--- config.mk ---
export PLATFORM = sky130hd
export DESIGN_NAME = i2s_mic_receiver
export DESIGN_NICKNAME = d
export VERILOG_FILES = /design/src/rtl/i2s_mic_pkg.sv /design/src/rtl/i2s_sck_gen.sv /design/src/rtl/i2s_mic_receiver.sv
export SDC_FILE = /design/constraint.sdc
export NUM_CORES = 1
export LEC_CHECK = 0
export ABC_AREA = 1
export ABC_CLOCK_PERIOD_IN_PS = 1500
export CORE_MARGIN = 4
export CORE_UTILIZATION = 40
export DETAILED_ROUTE_END_ITERATION = 10
export HOLD_SLACK_MARGIN = 0.06
export PLACE_DENSITY_LB_ADDON = 0.25
export SETUP_SLACK_MARGIN = 0.5
export SLEW_MARGIN = 20
export SYNTH_ARGS = -nofsm -noshare
export SYNTH_HDL_FRONTEND = slang
export SYNTH_SLANG_ARGS = --single-unit
--- constraint.sdc ---
create_clock -name clk -period 1.5 [get_ports clk]
set_input_delay 0.3 -clock clk [delete_from_list [all_inputs] [get_ports clk]]
set_output_delay 0.3 -clock clk [all_outputs]
set_load 0.03 [all_outputs]
--- src/rtl/i2s_mic_pkg.sv ---
// Shared frame geometry and helpers for the I2S microphone receiver.
package i2s_mic_pkg;

  localparam int SAMPLE_W   = 24;
  localparam int SLOT_BITS  = 32;
  localparam int FRAME_BITS = 64;
  localparam int BIT_CNT_W  = $clog2(FRAME_BITS);

  // Left-slot data occupies bit counts 1..SAMPLE_W (one-bit delay after mic_ws falls).
  localparam logic [BIT_CNT_W-1:0] CAP_FIRST = BIT_CNT_W'(1);
  localparam logic [BIT_CNT_W-1:0] CAP_LAST  = BIT_CNT_W'(SAMPLE_W);

  function automatic logic in_capture_window(input logic [BIT_CNT_W-1:0] bit_cnt);
    return (bit_cnt >= CAP_FIRST) && (bit_cnt <= CAP_LAST);
  endfunction

endpackage

--- src/rtl/i2s_sck_gen.sv ---
// Bit-clock divider: toggles sck every SCK_HALF clk cycles and flags the edges.
module i2s_sck_gen #(
  parameter int SCK_HALF = 4
) (
  input  logic clk,
  input  logic rst_n,
  output logic sck,
  output logic rise,
  output logic fall
);

  localparam logic [7:0] CNT_LAST = 8'(SCK_HALF - 1);

  logic [7:0] cnt_q, cnt_d;
  logic       sck_q, sck_d;
  logic       wrap;

  // rise/fall are high in the cycle whose closing clk edge changes sck.
  always_comb begin
    wrap  = (cnt_q == CNT_LAST);
    cnt_d = wrap ? 8'd0 : cnt_q + 8'd1;
    sck_d = wrap ? ~sck_q : sck_q;
    rise  = wrap & ~sck_q;
    fall  = wrap & sck_q;
  end

  always_ff @(posedge clk or negedge rst_n) begin
    if (!rst_n) begin
      cnt_q <= '0;
      sck_q <= 1'b0;
    end else begin
      cnt_q <= cnt_d;
      sck_q <= sck_d;
    end
  end

  assign sck = sck_q;

endmodule

--- src/rtl/i2s_mic_receiver.sv ---
// I2S master receiver for a left-strapped MEMS microphone; hands out one
// 24-bit left sample per frame through a valid/ready register with sticky overrun.
module i2s_mic_receiver
  import i2s_mic_pkg::*;
#(
  parameter int SCK_HALF = 4
) (
  input  logic                       clk,
  input  logic                       rst_n,
  input  logic                       mic_sd,
  output logic                       mic_sck,
  output logic                       mic_ws,
  output logic                       mic_lr,
  output logic signed [SAMPLE_W-1:0] sample,
  output logic                       sample_valid,
  input  logic                       sample_ready,
  output logic                       overrun
);

  logic rise, fall;

  i2s_sck_gen #(.SCK_HALF(SCK_HALF)) u_sck_gen (
    .clk   (clk),
    .rst_n (rst_n),
    .sck   (mic_sck),
    .rise  (rise),
    .fall  (fall)
  );

  logic [BIT_CNT_W-1:0]       bit_cnt_q, bit_cnt_d;
  logic                       sd_s1_q, sd_s2_q;
  logic [SAMPLE_W-1:0]        shreg_q, shreg_d;
  logic                       load_q, load_d;
  logic signed [SAMPLE_W-1:0] sample_q, sample_d;
  logic                       valid_q, valid_d;
  logic                       overrun_q, overrun_d;

  always_comb begin
    bit_cnt_d = fall ? bit_cnt_q + BIT_CNT_W'(1) : bit_cnt_q;
    shreg_d   = shreg_q;
    if (rise && in_capture_window(bit_cnt_q))
      shreg_d = {shreg_q[SAMPLE_W-2:0], sd_s2_q};
    // Last data bit lands in shreg on this rise; publish it on the following clk.
    load_d    = rise && (bit_cnt_q == CAP_LAST);

    sample_d  = sample_q;
    valid_d   = valid_q;
    overrun_d = overrun_q;
    if (load_q) begin
      sample_d = shreg_q;
      valid_d  = 1'b1;
      if (valid_q && !sample_ready)
        overrun_d = 1'b1;
    end else if (valid_q && sample_ready) begin
      valid_d = 1'b0;
    end
  end

  always_ff @(posedge clk or negedge rst_n) begin
    if (!rst_n) begin
      bit_cnt_q <= '0;
      sd_s1_q   <= 1'b0;
      sd_s2_q   <= 1'b0;
      shreg_q   <= '0;
      load_q    <= 1'b0;
      sample_q  <= '0;
      valid_q   <= 1'b0;
      overrun_q <= 1'b0;
    end else begin
      bit_cnt_q <= bit_cnt_d;
      sd_s1_q   <= mic_sd;
      sd_s2_q   <= sd_s1_q;
      shreg_q   <= shreg_d;
      load_q    <= load_d;
      sample_q  <= sample_d;
      valid_q   <= valid_d;
      overrun_q <= overrun_d;
    end
  end

  assign mic_ws       = bit_cnt_q[BIT_CNT_W-1];
  assign mic_lr       = 1'b0;
  assign sample       = sample_q;
  assign sample_valid = valid_q;
  assign overrun      = overrun_q;

endmodule
### Routing congestion map

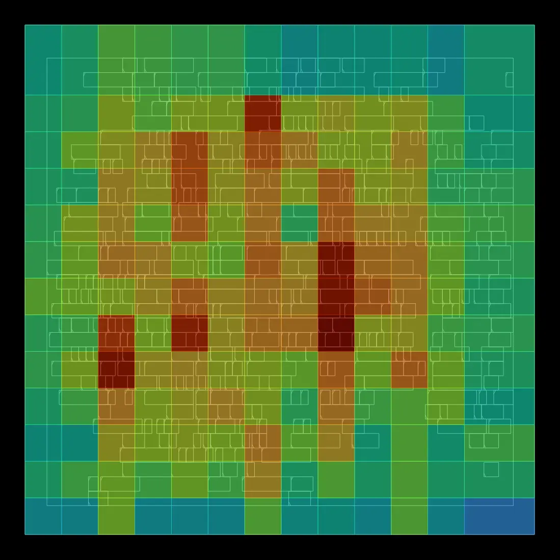
routing usage on met3: 0.03753
Most Crowded Layer GR: met2
WL/cell: 13.76 um
post-layout util: 0.6168
GRT met1 Usage: 0.2027

### Signal wires on met2

The bar under the picture is 20 um long.
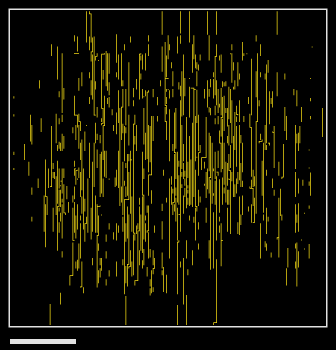
share of all routed wire: 49%
longest straight run: 39.8 um
wire length on this layer: 3460 um
main direction: vertical
nets with wire on the layer: 345

### Register map, names as in the netlist

The bar under the picture is 20 um long.
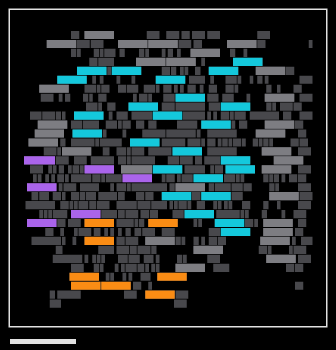
legend:
  `shreg_q`:
    color: cyan
    placed_flops: 24
  `bit_cnt_q`:
    color: purple
    placed_flops: 6
    where: west
  `u_sck_gen.cnt_q`:
    color: orange
    placed_flops: 8

### Metal 3

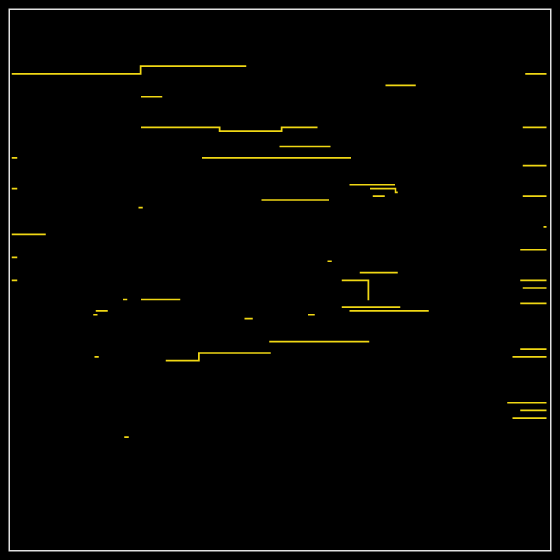
main direction: horizontal
longest straight run: 26.2 um
share of all routed wire: 4.2%

### Gate families picked out

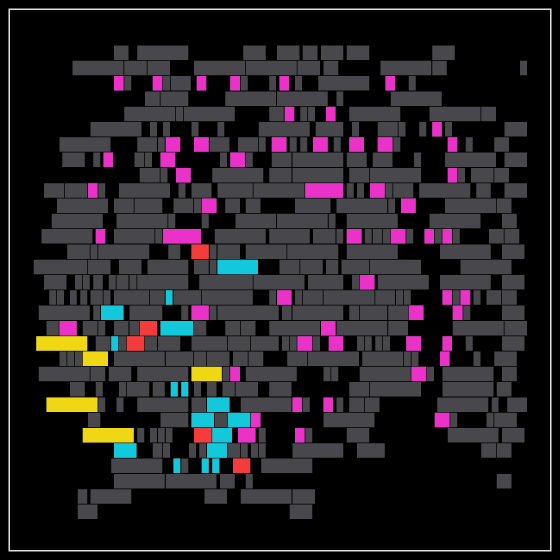
legend:
  NOR gates:
    color: cyan
    cells: 16
  XOR/XNOR gates:
    color: red
    cells: 5
  inverting AOI/OAI gates:
    color: magenta
    cells: 54
  adder and majority cells:
    color: yellow
    cells: 5

==> run summary <==
Max Slew Vio Count -> 0
Highest metal used -> met4
Status -> completed
Flop count -> 68
Final hold viol count -> 0
Pwr dens -> 740.2 mW/mm^2
Post-route clock period utilization -> 0.9989
Leading area contributor after synthesis -> dfrtp_1
CP Depth -> 9
Total chip power -> 3.382 mW
Dominant logic cell types in the final layout -> nand2_1 (68), dfrtp_1 (66), buf_4 (38)
Commonest non-fill, non-tap cell in the layout -> nand2_1
Setup WS pre-CTS -> 0.01508 ns
Setup Viol. Count Final -> 0
Static Leakage -> 2.213 nW
Critical path's slowest cell -> dfrtp_1
Largest stage delay, worst path -> 0.36 ns
R2r endpoint -> bit_cnt_q[2]
DP Wirelength -> 3.432 mm
Worst hold start -> sd_s1_q
RD Place Congestion -> 0.8015
Worst setup EP type -> flop
# diodes -> 0
Async SR Flop Fraction -> 1.000
Vias/cell -> 4.714
I/O pin cnt -> 33
Seq pwr share -> 0.546
Peak supply drop -> 0.4105 mV
Dpl cells -> 451
No activity file was given, so power comes from the tool's default toggle rates.
